===== src/rtl/sram_mem_controller_if.sv =====
// MEM-stage request/response bundle between the pipeline and sram_mem_controller.
// addr_err is present only when SRAM_MISALIGN_CHK_EN is defined.
interface sram_mem_controller_if;
  logic        wr_en;
  logic        rd_en;
  logic [31:0] address;
  logic [31:0] write_data;
  logic [31:0] read_data;
  logic        ready;
`ifdef SRAM_MISALIGN_CHK_EN
  logic        addr_err;

  modport master (
    output wr_en, rd_en, address, write_data,
    input  read_data, ready, addr_err
  );
  modport slave (
    input  wr_en, rd_en, address, write_data,
    output read_data, ready, addr_err
  );
`else
  modport master (
    output wr_en, rd_en, address, write_data,
    input  read_data, ready
  );
  modport slave (
    input  wr_en, rd_en, address, write_data,
    output read_data, ready
  );
`endif
endinterface


===== src/rtl/sram_mem_controller.sv =====
// Sequences 32-bit MEM-stage loads/stores onto a 256Kx16 async SRAM as two half accesses plus a settle wait.
// Optional SRAM_MISALIGN_CHK_EN: misaligned requests finish immediately with addr_err instead of touching the SRAM.
module sram_mem_controller #(
  parameter logic [31:0] BASE_ADDR   = 32'd1024,
  parameter int unsigned WAIT_CYCLES = 4
) (
  input  logic                  clk,
  input  logic                  rst,
  sram_mem_controller_if.slave  bus,
  output logic [17:0]           sram_addr,
  output logic [15:0]           sram_dq_out,
  output logic                  sram_dq_oe,
  input  logic [15:0]           sram_dq_in,
  output logic                  sram_we_n,
  output logic                  sram_ub_n,
  output logic                  sram_lb_n,
  output logic                  sram_ce_n,
  output logic                  sram_oe_n
);

  localparam logic [2:0] S_IDLE = 3'd0;
  localparam logic [2:0] S_LOW  = 3'd1;
  localparam logic [2:0] S_HIGH = 3'd2;
  localparam logic [2:0] S_WAIT = 3'd3;
  localparam logic [2:0] S_DONE = 3'd4;

  localparam logic [3:0] WAIT_LAST = 4'(WAIT_CYCLES - 1);

  logic [2:0]  state;
  logic        is_write;
  logic [16:0] waddr;
  logic [31:0] wdata;
  logic [31:0] rdata_buf;
  logic [3:0]  wait_cnt;

  logic        request;
  logic        misaligned;
  logic [31:0] offset;
  logic [16:0] req_waddr;
  logic        unused_offset;

  assign request   = bus.rd_en | bus.wr_en;
  // Out-of-window addresses simply wrap into the 17-bit word space.
  assign offset    = bus.address - BASE_ADDR;
  assign req_waddr = offset[18:2];
  assign unused_offset = ^{offset[31:19], offset[1:0]};

`ifdef SRAM_MISALIGN_CHK_EN
  logic err_q;

  assign misaligned   = bus.address[1:0] != 2'b00;
  assign bus.addr_err = (state == S_DONE) && err_q;

  always_ff @(posedge clk or posedge rst) begin
    if (rst) begin
      err_q <= 1'b0;
    end else if (state == S_IDLE) begin
      err_q <= request & misaligned;
    end
  end
`else
  assign misaligned = 1'b0;
`endif

  // NOTE: sequential state uses non-blocking assignments so every register samples pre-edge values.
  // The SRAM pins are registers on the async reset, so rst forces we_n high and oe low without waiting for clk.
  always_ff @(posedge clk or posedge rst) begin
    if (rst) begin
      state         <= S_IDLE;
      is_write      <= 1'b0;
      waddr         <= '0;
      wdata         <= '0;
      rdata_buf     <= '0;
      wait_cnt      <= '0;
      bus.read_data <= '0;
      sram_addr     <= '0;
      sram_dq_out   <= '0;
      sram_dq_oe    <= 1'b0;
      sram_we_n     <= 1'b1;
    end else begin
      case (state)
        S_IDLE: begin
          if (request) begin
            is_write <= bus.wr_en;
            waddr    <= req_waddr;
            wdata    <= bus.write_data;
            if (misaligned) begin
              state <= S_DONE;
            end else begin
              state       <= S_LOW;
              sram_addr   <= {req_waddr, 1'b0};
              sram_dq_out <= bus.write_data[15:0];
              sram_dq_oe  <= bus.wr_en;
              sram_we_n   <= ~bus.wr_en;
            end
          end
        end

        S_LOW: begin
          if (!is_write) begin
            rdata_buf[15:0] <= sram_dq_in;
          end
          state       <= S_HIGH;
          sram_addr   <= {waddr, 1'b1};
          sram_dq_out <= wdata[31:16];
          sram_dq_oe  <= is_write;
          sram_we_n   <= ~is_write;
        end

        S_HIGH: begin
          if (!is_write) begin
            rdata_buf[31:16] <= sram_dq_in;
          end
          state      <= S_WAIT;
          sram_dq_oe <= 1'b0;
          sram_we_n  <= 1'b1;
        end

        S_WAIT: begin
          if (wait_cnt == WAIT_LAST) begin
            wait_cnt <= '0;
            state    <= S_DONE;
            if (!is_write) begin
              bus.read_data <= rdata_buf;
            end
          end else begin
            wait_cnt <= wait_cnt + 4'd1;
          end
        end

        S_DONE: begin
          state <= S_IDLE;
        end

        default: begin
          state <= S_IDLE;
        end
      endcase
    end
  end

  // NOTE: every always_comb output gets a default first so no latch is inferred.
  always_comb begin
    bus.ready = 1'b0;
    case (state)
      S_IDLE:  bus.ready = ~request;
      S_DONE:  bus.ready = 1'b1;
      default: bus.ready = 1'b0;
    endcase
  end

  assign sram_ub_n = 1'b0;
  assign sram_lb_n = 1'b0;
  assign sram_ce_n = 1'b0;
  assign sram_oe_n = 1'b0;

endmodule

===== src/flat_wrapper.sv =====
// flat-port wrapper written by rule: the top's interface ports become plain ports
module sram_mem_controller_flat 
#(
  parameter logic [31:0] BASE_ADDR   = 32'd1024,
  parameter int unsigned WAIT_CYCLES = 4
)
  (clk, rst, sram_addr, sram_dq_out, sram_dq_oe, sram_dq_in, sram_we_n, sram_ub_n, sram_lb_n, sram_ce_n, sram_oe_n, bus_wr_en, bus_rd_en, bus_address, bus_write_data, bus_read_data, bus_ready);
  sram_mem_controller_if bus_i ();
  input  logic clk;
  input  logic rst;
  output logic [17:0] sram_addr;
  output logic [15:0] sram_dq_out;
  output logic sram_dq_oe;
  input  logic [15:0] sram_dq_in;
  output logic sram_we_n;
  output logic sram_ub_n;
  output logic sram_lb_n;
  output logic sram_ce_n;
  output logic sram_oe_n;
  input wire logic [$bits(bus_i.wr_en)-1:0] bus_wr_en;
  input wire logic [$bits(bus_i.rd_en)-1:0] bus_rd_en;
  input wire logic [$bits(bus_i.address)-1:0] bus_address;
  input wire logic [$bits(bus_i.write_data)-1:0] bus_write_data;
  output wire logic [$bits(bus_i.read_data)-1:0] bus_read_data;
  output wire logic [$bits(bus_i.ready)-1:0] bus_ready;
  assign bus_i.wr_en = bus_wr_en;
  assign bus_i.rd_en = bus_rd_en;
  assign bus_i.address = bus_address;
  assign bus_i.write_data = bus_write_data;
  assign bus_read_data = bus_i.read_data;
  assign bus_ready = bus_i.ready;
  sram_mem_controller #(.BASE_ADDR(BASE_ADDR), .WAIT_CYCLES(WAIT_CYCLES)) u_core (.clk(clk), .rst(rst), .bus(bus_i), .sram_addr(sram_addr), .sram_dq_out(sram_dq_out), .sram_dq_oe(sram_dq_oe), .sram_dq_in(sram_dq_in), .sram_we_n(sram_we_n), .sram_ub_n(sram_ub_n), .sram_lb_n(sram_lb_n), .sram_ce_n(sram_ce_n), .sram_oe_n(sram_oe_n));
endmodule

===== config.mk =====
export PLATFORM = sky130hd
export DESIGN_NAME = sram_mem_controller_flat
export DESIGN_NICKNAME = d
export VERILOG_FILES = /design/src/rtl/sram_mem_controller_if.sv /design/src/rtl/sram_mem_controller.sv /design/src/flat_wrapper.sv
export SDC_FILE = /design/constraint.sdc
export NUM_CORES = 1
export LEC_CHECK = 0
export CAP_MARGIN = 20
export CORE_MARGIN = 5
export CORE_UTILIZATION = 49
export CTS_CLUSTER_SIZE = 40
export DETAILED_ROUTE_END_ITERATION = 10
export PLACE_DENSITY = 0.79
export SLEW_MARGIN = 20
export SYNTH_ARGS = -nofsm -noshare
export SYNTH_HDL_FRONTEND = slang
export SYNTH_SLANG_ARGS = --single-unit
export TNS_END_PERCENT = 10

===== constraint.sdc =====
create_clock -name clk -period 6.1 [get_ports clk]
set_input_delay 1.22 -clock clk [delete_from_list [all_inputs] [get_ports clk]]
set_output_delay 1.22 -clock clk [all_outputs]
set_load 0.02 [all_outputs]

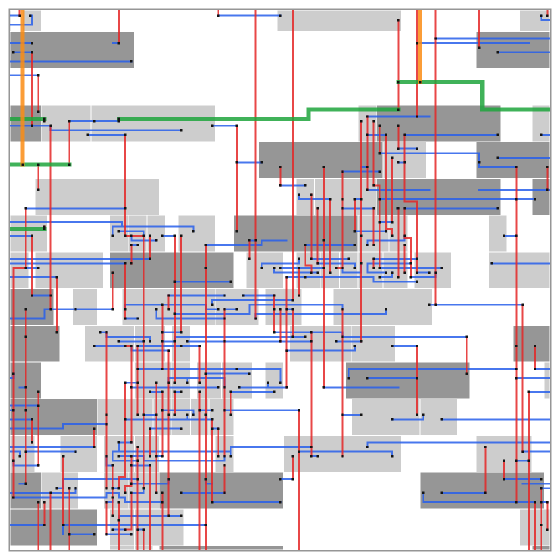
(run_1/detail.png)
Region (40, 16) to (80, 56) um. Cells in gray, sequential cells in the stronger gray; small squares are vias.
Key: green = metal 3; red = metal 2; blue = metal 1; orange = metal 4
Netlist names of flops here include `u_core.wait_cnt` (4), `u_core.rdata_buf` (2), `u_core.state` (2). Most frequent: dfrtp_1 (12), nand2_1 (10), nor2_1 (5). Sequential cells in the window: 13. 73 logic cells have their middle in the window.

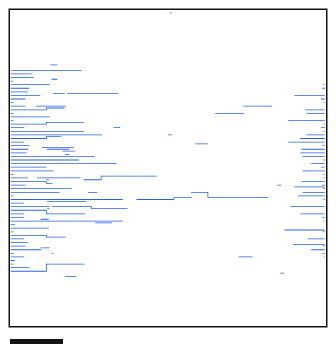
(run_1/layer_met3.png)
The bar under the picture is 20 um long.
The layer holds 9.0% of the routed length. The longest straight run is 42.1 um. 111 nets have wire on it. The wires run mostly horizontal.
DR vias: 4082
routed wire length: 13100 um
grt met3 use: 9.10%

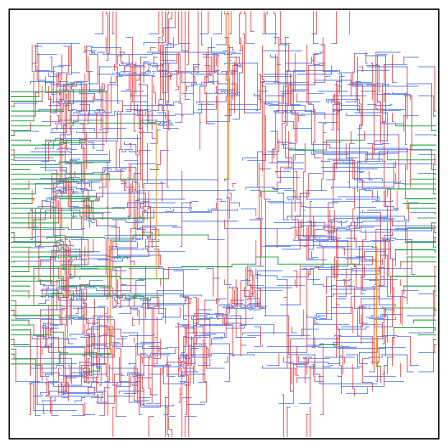
(run_1/wires.png)
Key: blue = metal 1 [wire length 5570 um]; green = metal 3 [wire length 1190 um]; red = metal 2 [wire length 6180 um]; orange = metal 4 [wire length 202 um]
GRT Total Usage: 19.0%
routed len/inst: 17.0 um

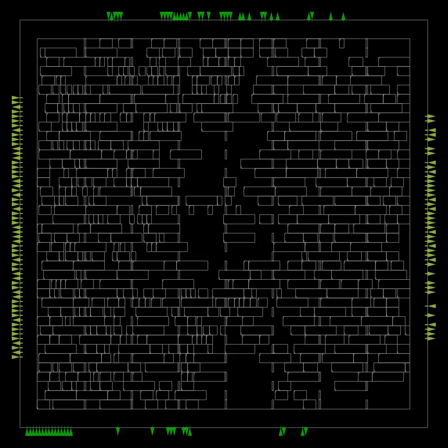
(run_1/placement.png)
flop count: 141
FILL cells: 886

==> impl_metrics.env, run 1 <==
# yosys + openroad results
export IMPL_h_tree_depth=4
export IMPL_final_setup_viol_count=0
export IMPL_vdd_drop_max_v=0.000262
export IMPL_power_share_combinational_pct=39.7
export IMPL_top_regs="u_core.bus.read_data: 32 flops, u_core.rdata_buf: 32 flops, u_core.sram_addr: 18 flops"
export IMPL_yosys_top_cells_area="dfrtp_1 59%, mux2_4 7.6%, nand2_1 6.6%"
export IMPL_crit_path_end="bus_ready"
export IMPL_maxSlewHeadroom_pct=42.7
export IMPL_r2r_start="u_core.wait_cnt[0]"
export IMPL_maxCapViolations=0
export IMPL_taps=147
export IMPL_path_class="in -> out"
export IMPL_core_area_um2=11900
export IMPL_drt_met1_wl_um=5570
export IMPL_dr_first_iter_drc_count=283
export IMPL_synth_logic_top_family="multiplexers"
export IMPL_layout_drive_gt1_share_pct=15.6
export IMPL_rr_worst_depth=6
export IMPL_cp_top_family="buffers and inverters"
export IMPL_tns_ns=0
export IMPL_min_period_ns=3.98
export IMPL_logic_gates=306
export IMPL_yosys_area_share_aoi_pct=8.01
export IMPL_fp_row_count=40
export IMPL_rsz0062_at_grt="no"
export IMPL_pg_clk_mw=0.907
export IMPL_outcome="complete, no violations"
export IMPL_cts_max_path_buffers=2
export IMPL_most_common_layout_cells="140 x dfrtp_1, 137 x clkdlybuf4s50_1, 103 x nand2_1"
export IMPL_cp_arrival_ns=2.76
==> run_1/clk_routes.png <==
The bar under the picture is 20 um long.
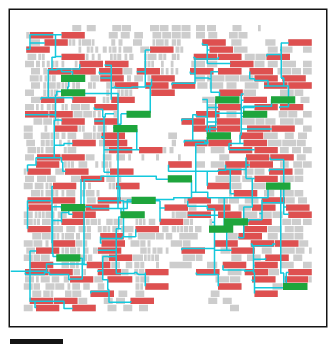

==> run 1 -> run 2 <==
==> constraint.sdc (replaced) <==
create_clock -name clk -period 3.8 [get_ports clk]
set_input_delay 0.76 -clock clk [delete_from_list [all_inputs] [get_ports clk]]
set_output_delay 0.76 -clock clk [all_outputs]
set_load 0.02 [all_outputs]
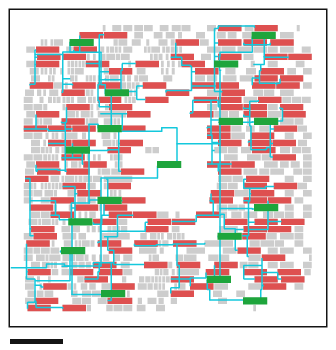
(run_2/clk_routes.png)
The bar under the picture is 20 um long.
Key: red = flip-flops [count 141]; green = clock drivers [count 17]; cyan = clock wires [length 1610 um]
There are 18 routed clock nets. Position of the flops: all over the die.

==> impl_metrics.env, run 2 <==
# yosys + openroad results
export IMPL_yosys_top_cells_area="dfrtp_1 59%, mux2_4 7.6%, nand2_1 6.6%"
export IMPL_top_regs="u_core.bus.read_data: 32 flops, u_core.rdata_buf: 32 flops, u_core.sram_addr: 18 flops"
export IMPL_maxCapViolations=0
export IMPL_rsz0062_at_grt="no"
export IMPL_cp_top_family="buffers and inverters"
export IMPL_core_area_um2=11900
export IMPL_rr_worst_depth=6
export IMPL_yosys_area_share_aoi_pct=8.01
export IMPL_synth_logic_top_family="multiplexers"
export IMPL_num_vias=4130
export IMPL_crit_path_end="bus_ready"
export IMPL_gr_usage_met3_pct=8.25
export IMPL_track_usage_pct=19.9
export IMPL_maxSlewHeadroom_pct=31.7
export IMPL_cp_arrival_ns=2.23
export IMPL_vdd_drop_max_v=0.000488
export IMPL_wl_um=13400
export IMPL_cts_max_path_buffers=2
export IMPL_outcome="complete, no violations"
export IMPL_most_common_layout_cells="140 x dfrtp_1, 137 x clkdlybuf4s50_1, 103 x nand2_1"
export IMPL_final_setup_viol_count=0
export IMPL_fp_row_count=40
export IMPL_seq_cell_count=141
export IMPL_path_class="in -> out"
export IMPL_fillers=868
export IMPL_drt_met1_wl_um=5690
export IMPL_pg_clk_mw=1.74
export IMPL_power_share_combinational_pct=38.3
export IMPL_min_period_ns=2.99
export IMPL_dr_first_iter_drc_count=236
export IMPL_logic_gates=306
==> run_2/wires.png <==
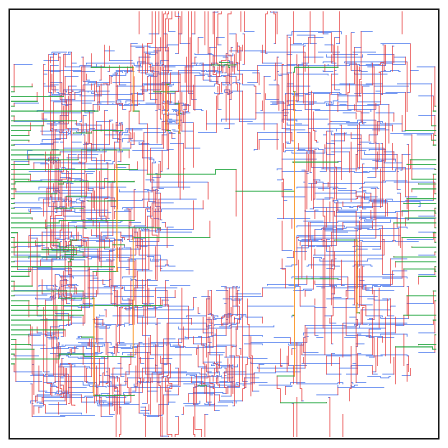

==> run 2 -> run 3 <==
==> constraint.sdc (replaced) <==
create_clock -name clk -period 2.81 [get_ports clk]
set_input_delay 0.562 -clock clk [delete_from_list [all_inputs] [get_ports clk]]
set_output_delay 0.562 -clock clk [all_outputs]
set_load 0.02 [all_outputs]
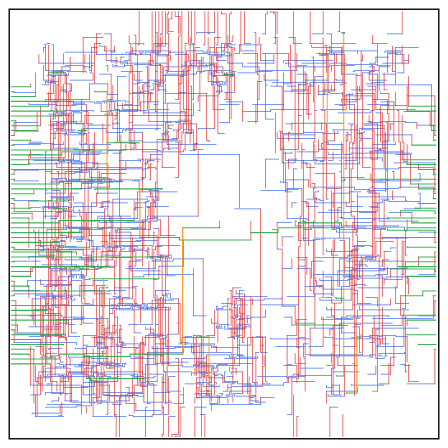
(run_3/wires.png)
Key: blue = metal 1 [wire length 5330 um]; orange = metal 4 [wire length 260 um]; red = metal 2 [wire length 6540 um]; green = metal 3 [wire length 1250 um]

==> impl_metrics.env, run 3 <==
# yosys + openroad results
export IMPL_power_share_combinational_pct=38.9
export IMPL_powerDensity_nw_per_um2=1210
export IMPL_rr_worst_depth=6
export IMPL_highest_layer="met4"
export IMPL_numClockSinks=141
export IMPL_top_regs="u_core.bus.read_data: 32 flops, u_core.rdata_buf: 32 flops, u_core.sram_addr: 18 flops"
export IMPL_seq_cell_count=141
export IMPL_wl_per_cell_um=17.1
export IMPL_tns_ns=0
export IMPL_dr_first_iter_drc_count=237
export IMPL_maxSlewHeadroom_pct=40.3
export IMPL_track_usage_pct=19.6
export IMPL_vdd_drop_max_v=0.000578
export IMPL_fillers=855
export IMPL_cts_buffers=17
export IMPL_rsz0062_at_grt="no"
export IMPL_num_nonclk_buffers=146
export IMPL_dpl_cell_count=752
export IMPL_outcome="complete, no violations"
export IMPL_gr_usage_met3_pct=8.15
export IMPL_diodes=0
export IMPL_taps=147
export IMPL_maxCapViolations=0
export IMPL_cts_repair_resized=0
export IMPL_cp_top_family="buffers and inverters"
export IMPL_yosys_top_cells_area="dfrtp_1 59%, mux2_4 7.6%, nand2_1 6.6%"
export IMPL_cts_max_path_buffers=2
export IMPL_path_class="in -> out"
export IMPL_yosys_area_share_aoi_pct=8.01
export IMPL_r2r_start="u_core.wait_cnt[0]"
export IMPL_drt_met1_wl_um=5330
export IMPL_h_tree_depth=4
export IMPL_num_vias=4196
export IMPL_syn_to_final_growth_pct=34.9
export IMPL_most_common_layout_cells="140 x dfrtp_1, 137 x clkdlybuf4s50_1, 103 x nand2_1"
export IMPL_pg_clk_mw=2.27
export IMPL_setup_worst_path_end_class="output port"
export IMPL_cp_arrival_ns=2.03
export IMPL_core_area_um2=11900
export IMPL_sh_comb_area_pct=26.6
export IMPL_synth_logic_top_family="multiplexers"
export IMPL_crit_path_end="bus_ready"
export IMPL_fp_row_count=40
export IMPL_final_setup_viol_count=0
export IMPL_layout_drive_gt1_share_pct=16.5
export IMPL_min_period_ns=2.59
export IMPL_wl_um=13400
export IMPL_clk_latency_ns=0.42
export IMPL_fin_skew_ns=0.00887
